Figure 1. Nets reached from selected ports.
Drawn at 4 px/µm.
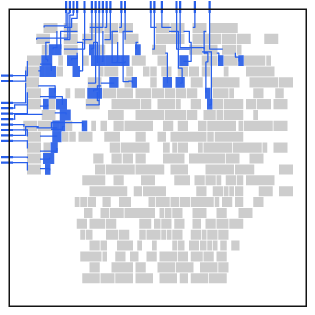
Figure 2. Wiring by layer.
Drawn at 6 px/µm. Two of the layers only.
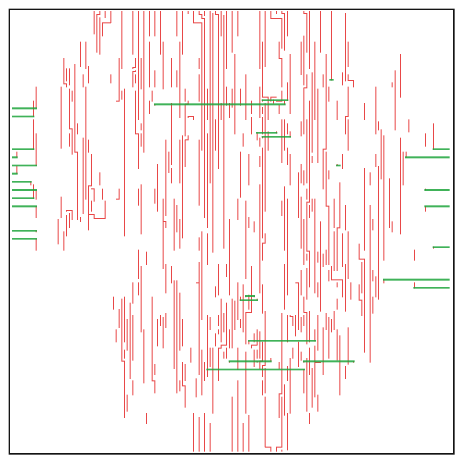
Figure 3. Cell sizes after repair.
Drawn at 6 px/µm.
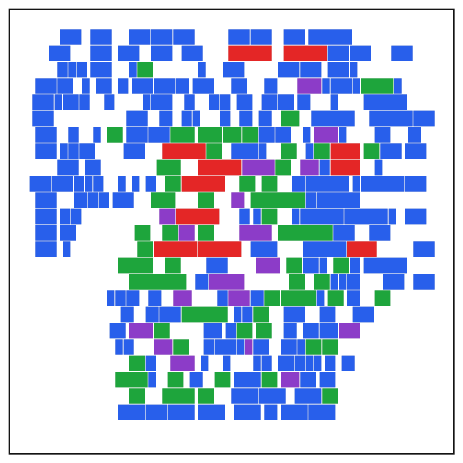
Figure 4. Cell outlines without signal wires.
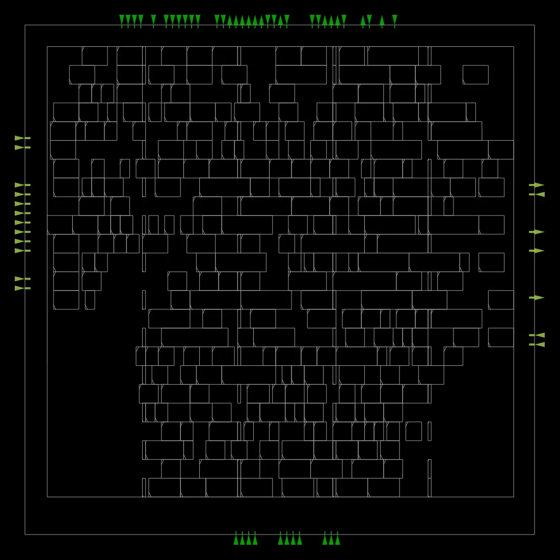
Figure 5. Ports around the boundary.
Drawn at 6 px/µm. Pins as bars across the die edge, other pins in grey.
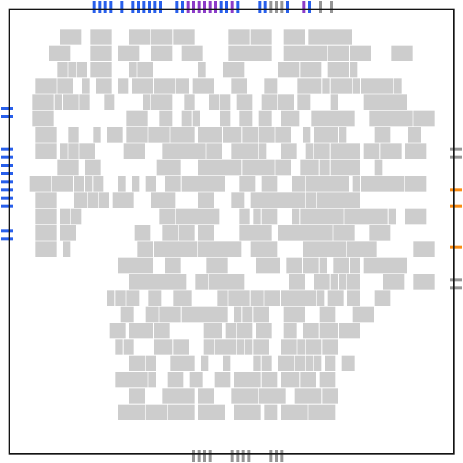
<file path="src/rtl/mux_rr_n_if.sv">
// Handshake bundle for mux_rr_n: N producer lanes in, one consumer lane out.
// slave is the mux side, master is the environment driving it.
interface mux_rr_n_if #(
    parameter int WIDTH = 4,
    parameter int N     = 8,
    parameter int SELW  = $clog2(N)
) ();
    logic [N*WIDTH-1:0] in_data;
    logic [N-1:0]       in_valid;
    logic [N-1:0]       in_ready;
    logic               mode;
    logic [SELW-1:0]    sel;
    logic [WIDTH-1:0]   out_data;
    logic [SELW-1:0]    out_ch;
    logic               out_valid;
    logic               out_ready;

    modport slave (
        input  in_data,
        input  in_valid,
        output in_ready,
        input  mode,
        input  sel,
        output out_data,
        output out_ch,
        output out_valid,
        input  out_ready
    );

    modport master (
        output in_data,
        output in_valid,
        input  in_ready,
        output mode,
        output sel,
        input  out_data,
        input  out_ch,
        input  out_valid,
        output out_ready
    );
endinterface

</file>
<file path="src/rtl/mux_rr_n.sv">
// N-channel registered mux with valid/ready lanes and
// fixed-select or round-robin arbitration into one output register.
module mux_rr_n #(
    parameter int WIDTH = 4,
    parameter int N     = 8,
    parameter int SELW  = $clog2(N)
) (
    input  logic       clk,
    input  logic       rst,
    mux_rr_n_if.slave  bus
);
    typedef enum logic {EMPTY = 1'b0, FULL = 1'b1} state_e;

    state_e           state_q, state_d;
    logic [WIDTH-1:0] data_q, data_d;
    logic [SELW-1:0]  ch_q, ch_d;
    logic [SELW-1:0]  ptr_q, ptr_d;

    logic [SELW-1:0]  hi_idx, lo_idx, gnt;
    logic             hi_vld, lo_vld, gnt_vld;
    logic [WIDTH-1:0] gnt_data;
    logic             load_en, xfer;

    // Round-robin: lowest valid index at or above ptr, else lowest overall.
    always_comb begin
        hi_vld = 1'b0;
        lo_vld = 1'b0;
        hi_idx = '0;
        lo_idx = '0;
        for (int i = N - 1; i >= 0; i--) begin
            if (bus.in_valid[i]) begin
                lo_vld = 1'b1;
                lo_idx = SELW'(i);
                if (SELW'(i) >= ptr_q) begin
                    hi_vld = 1'b1;
                    hi_idx = SELW'(i);
                end
            end
        end
    end

    always_comb begin
        gnt_vld = 1'b0;
        gnt     = '0;
        if (bus.mode) begin
            gnt_vld = hi_vld | lo_vld;
            gnt     = hi_vld ? hi_idx : lo_idx;
        end else begin
            for (int i = 0; i < N; i++) begin
                if (bus.sel == SELW'(i) && bus.in_valid[i]) begin
                    gnt_vld = 1'b1;
                    gnt     = SELW'(i);
                end
            end
        end
    end

    always_comb begin
        gnt_data = '0;
        for (int i = 0; i < N; i++) begin
            if (gnt == SELW'(i)) begin
                gnt_data = bus.in_data[i*WIDTH +: WIDTH];
            end
        end
    end

    assign load_en = (state_q == EMPTY) | bus.out_ready;
    assign xfer    = !rst & load_en & gnt_vld;

    always_ff @(posedge clk) begin
        if (rst) begin
            state_q <= EMPTY;
            data_q  <= '0;
            ch_q    <= '0;
            ptr_q   <= '0;
        end else begin
            state_q <= state_d;
            data_q  <= data_d;
            ch_q    <= ch_d;
            ptr_q   <= ptr_d;
        end
    end

    always_comb begin
        state_d = state_q;
        data_d  = data_q;
        ch_d    = ch_q;
        ptr_d   = ptr_q;
        if (xfer) begin
            state_d = FULL;
            data_d  = gnt_data;
            ch_d    = gnt;
            if (bus.mode) begin
                ptr_d = (gnt == SELW'(N - 1)) ? '0 : gnt + 1'b1;
            end
        end else if (load_en) begin
            state_d = EMPTY;
        end
    end

    always_comb begin
        bus.in_ready = '0;
        for (int i = 0; i < N; i++) begin
            bus.in_ready[i] = xfer && (gnt == SELW'(i));
        end
        bus.out_valid = (state_q == FULL);
        bus.out_data  = data_q;
        bus.out_ch    = ch_q;
    end
endmodule

</file>
<file path="src/flat_wrapper.sv">
// flat-port wrapper written by rule: the top's interface ports become plain ports
module mux_rr_n_flat 
#(
    parameter int WIDTH = 4,
    parameter int N     = 8,
    parameter int SELW  = $clog2(N)
)
  (clk, rst, bus_in_data, bus_in_valid, bus_in_ready, bus_mode, bus_sel, bus_out_data, bus_out_ch, bus_out_valid, bus_out_ready);
  mux_rr_n_if #(.WIDTH(WIDTH), .N(N), .SELW(SELW)) bus_i ();
  input  logic clk;
  input  logic rst;
  input wire logic [$bits(bus_i.in_data)-1:0] bus_in_data;
  input wire logic [$bits(bus_i.in_valid)-1:0] bus_in_valid;
  output wire logic [$bits(bus_i.in_ready)-1:0] bus_in_ready;
  input wire logic [$bits(bus_i.mode)-1:0] bus_mode;
  input wire logic [$bits(bus_i.sel)-1:0] bus_sel;
  output wire logic [$bits(bus_i.out_data)-1:0] bus_out_data;
  output wire logic [$bits(bus_i.out_ch)-1:0] bus_out_ch;
  output wire logic [$bits(bus_i.out_valid)-1:0] bus_out_valid;
  input wire logic [$bits(bus_i.out_ready)-1:0] bus_out_ready;
  assign bus_i.in_data = bus_in_data;
  assign bus_i.in_valid = bus_in_valid;
  assign bus_in_ready = bus_i.in_ready;
  assign bus_i.mode = bus_mode;
  assign bus_i.sel = bus_sel;
  assign bus_out_data = bus_i.out_data;
  assign bus_out_ch = bus_i.out_ch;
  assign bus_out_valid = bus_i.out_valid;
  assign bus_i.out_ready = bus_out_ready;
  mux_rr_n #(.WIDTH(WIDTH), .N(N), .SELW(SELW)) u_core (.clk(clk), .rst(rst), .bus(bus_i));
endmodule
</file>
<file path="config.mk">
export PLATFORM = sky130hd
export DESIGN_NAME = mux_rr_n_flat
export DESIGN_NICKNAME = d
export VERILOG_FILES = /design/src/rtl/mux_rr_n_if.sv /design/src/rtl/mux_rr_n.sv /design/src/flat_wrapper.sv
export SDC_FILE = /design/constraint.sdc
export NUM_CORES = 1
export LEC_CHECK = 0
export CORE_MARGIN = 3
export CORE_UTILIZATION = 30
export DETAILED_ROUTE_END_ITERATION = 8
export SKIP_CTS_REPAIR_TIMING = 1
export SLEW_MARGIN = 20
export SYNTH_ARGS = -nofsm -noshare
export SYNTH_HDL_FRONTEND = slang
export SYNTH_SLANG_ARGS = --single-unit
</file>
<file path="constraint.sdc">
create_clock -name clk -period 3.45 [get_ports clk]
set_input_delay 0.69 -clock clk [delete_from_list [all_inputs] [get_ports clk]]
set_output_delay 0.69 -clock clk [all_outputs]
set_load 0.05 [all_outputs]
</file>
==> metrics.cfg <==
[die]
die-area_um2 = 5450
pin_count = 63
coreArea_um2 = 4410

[grt]
grt_usage_pct = 16.5
grt_pass1_vias = 1576
grt_overflow = 0

[synthesis]
top_cells_by_count = a21oi_1 (23), nand2_1 (21), dfxtp_1 (11), inv_1 (11), nor2_1 (11)
synthesis.area_um2 = 1380
ys_chip_area_um2 = 1380
synth-edff-count = 0
synthTopCellsByArea = dfxtp_1 (16%), a21oi_1 (8.3%), mux2i_1 (5.8%)
async_flop_share_pct = 0
syn_inst = 190
avgSynthCellArea_um2 = 7.27
top_area_share_pct = 15.9
synthFlopType = dfxtp_1
most_common_cell = a21oi_1
synthAoiAreaFrac_pct = 33.6
ys_seq_share_pct = 15.9
yosys_cells = 190
simple_gate_share_pct = 26.6
yosysWarnings = 0

[status]
status = complete, no violations

[clocking]
clockBufferDepth = 2
root_buffer = clkbuf_8
clock_latency_ns = 0.23
htreeDepth = 1
cts_tree = yes
cts_sinks = 11

[timing]
whs_ns = 0.456
worstMarginPinSlew_ns = 0.520
fmax_mhz = 307
relSlewSlack_pct = 65.2
drv_slew = 0
fin_tns_setup_ns = 0
timing.final.ws_setup_ns = 0.192
hold_viol_final = 0

[power_and_ir_drop]
cell_internal_pwr_uw = 442
switching_share_pct = 38.1
leakage_uw = 0.00115
pg_clk_uw = 126
p_sw_uw = 273
vdd_drop_max_mv = 0.104
power.group.top = combinational logic
power_frac_seq_pct = 21.7

[placed_design]
dp_hpwl_um = 3780
place_inst = 331
place_congestion = 0.864
pre_cts_ws_ns = -0.209

[final_layout]
comb_area_um2 = 1190
syn2layout_area_growth_pct = 86.6
post-route-util_pct = 58.4
finalInstanceArea_um2 = 2580
n_antenna_cell = 0
regArea_um2 = 220
final_cells = 337
final_cell_mix = clkdlybuf4s50_1 (44), buf_4 (39), a21oi_1 (22)
drive_gt1_share_pct = 29.1
lay_top_count = clkdlybuf4s50_1

[drt]
wl_per_cell_um = 14.2
drcViolationCount = 0
vias = 1736

[critical_path]
critPathTopFamily = AND-OR/OR-AND gates
critPathKind = input port to primary output
critPathBufInv = 3
crit_chain = dlymetal6s2s_1 > nor2b_2 > o211ai_1 > nand4_1 > o32a_1 > buf_4 > a21bo_4 > ha_4 > and3_4 > buf_12
cp-startpoint = bus_in_valid[0]
reg2reg_from = u_core.ptr_q[2]$_SDFFE_PP0P_
cpMaxStageDelayCell = o32a_1
cp.depth = 10
cp.required_ns = 2.76
reg2reg_depth = 14

[worst_hold_path]
hp-start = u_core.bus.out_ch[1]$_SDFFE_PP0P_

-- Figure 1 (at the start) --
port	colour	direction	end cells	buffers	wire
`bus_in_data`	blue	input	33	32	517 µm

-- Figure 2 (at the start) --
layer	colour	wire length
met2	red	2340 µm
met3	green	155 µm

-- Figure 3 (at the start) --
size	colour	cells	share
drive 1 or less	blue	202	71%
drive 3 to 4	green	54	19%
drive 6 and up	red	11	3.9%
drive 2	purple	18	6.3%

-- Figure 4 (at the start) --
fillers: 395
TAP cells: 52

-- Figure 5 (at the start) --
port	colour	pins	direction	edge
`bus_out_ch`	orange	3	output	right
`bus_in_ready`	purple	8	output	top
`bus_in_data`	blue	32	input	20 top, 12 left
all pins by edge	33 top, 12 left, 11 bottom, 7 right
width of the chip: 73.9 µm
I/O Buffers: 62
Die H: 73.9 µm

final cells by class:
type | instances | share of cell area (%)
clock buffers | 4 | 1.75
multi-input cells | 158 | 46.1
repair buffers | 101 | 39.5
flip-flops and latches | 11 | 8.54
inverters | 11 | 1.60
well taps | 52 | 2.52
state kept, by name, summed over array words and instances (netlist names):
name,count
u_core.bus.out_ch,3
u_core.bus.out_data,4
u_core.bus.out_valid,1
u_core.ptr_q,3
layer usage:
| layer | wire (µm) | part of all wire (%) | track usage [%] | vias up |
|---|---|---|---|---|
| li1 | - | - | - | 888 |
| met1 | 2270 | 47 | 24.0 | 803 |
| met2 | 2340 | 49 | 26.7 | 43 |
| met3 | 155 | 3.2 | 0.547 | 2 |
| met4 | 15 | 0.31 | 3.82 | 0 |
| met5 | 0 | 0 | 0 | - |
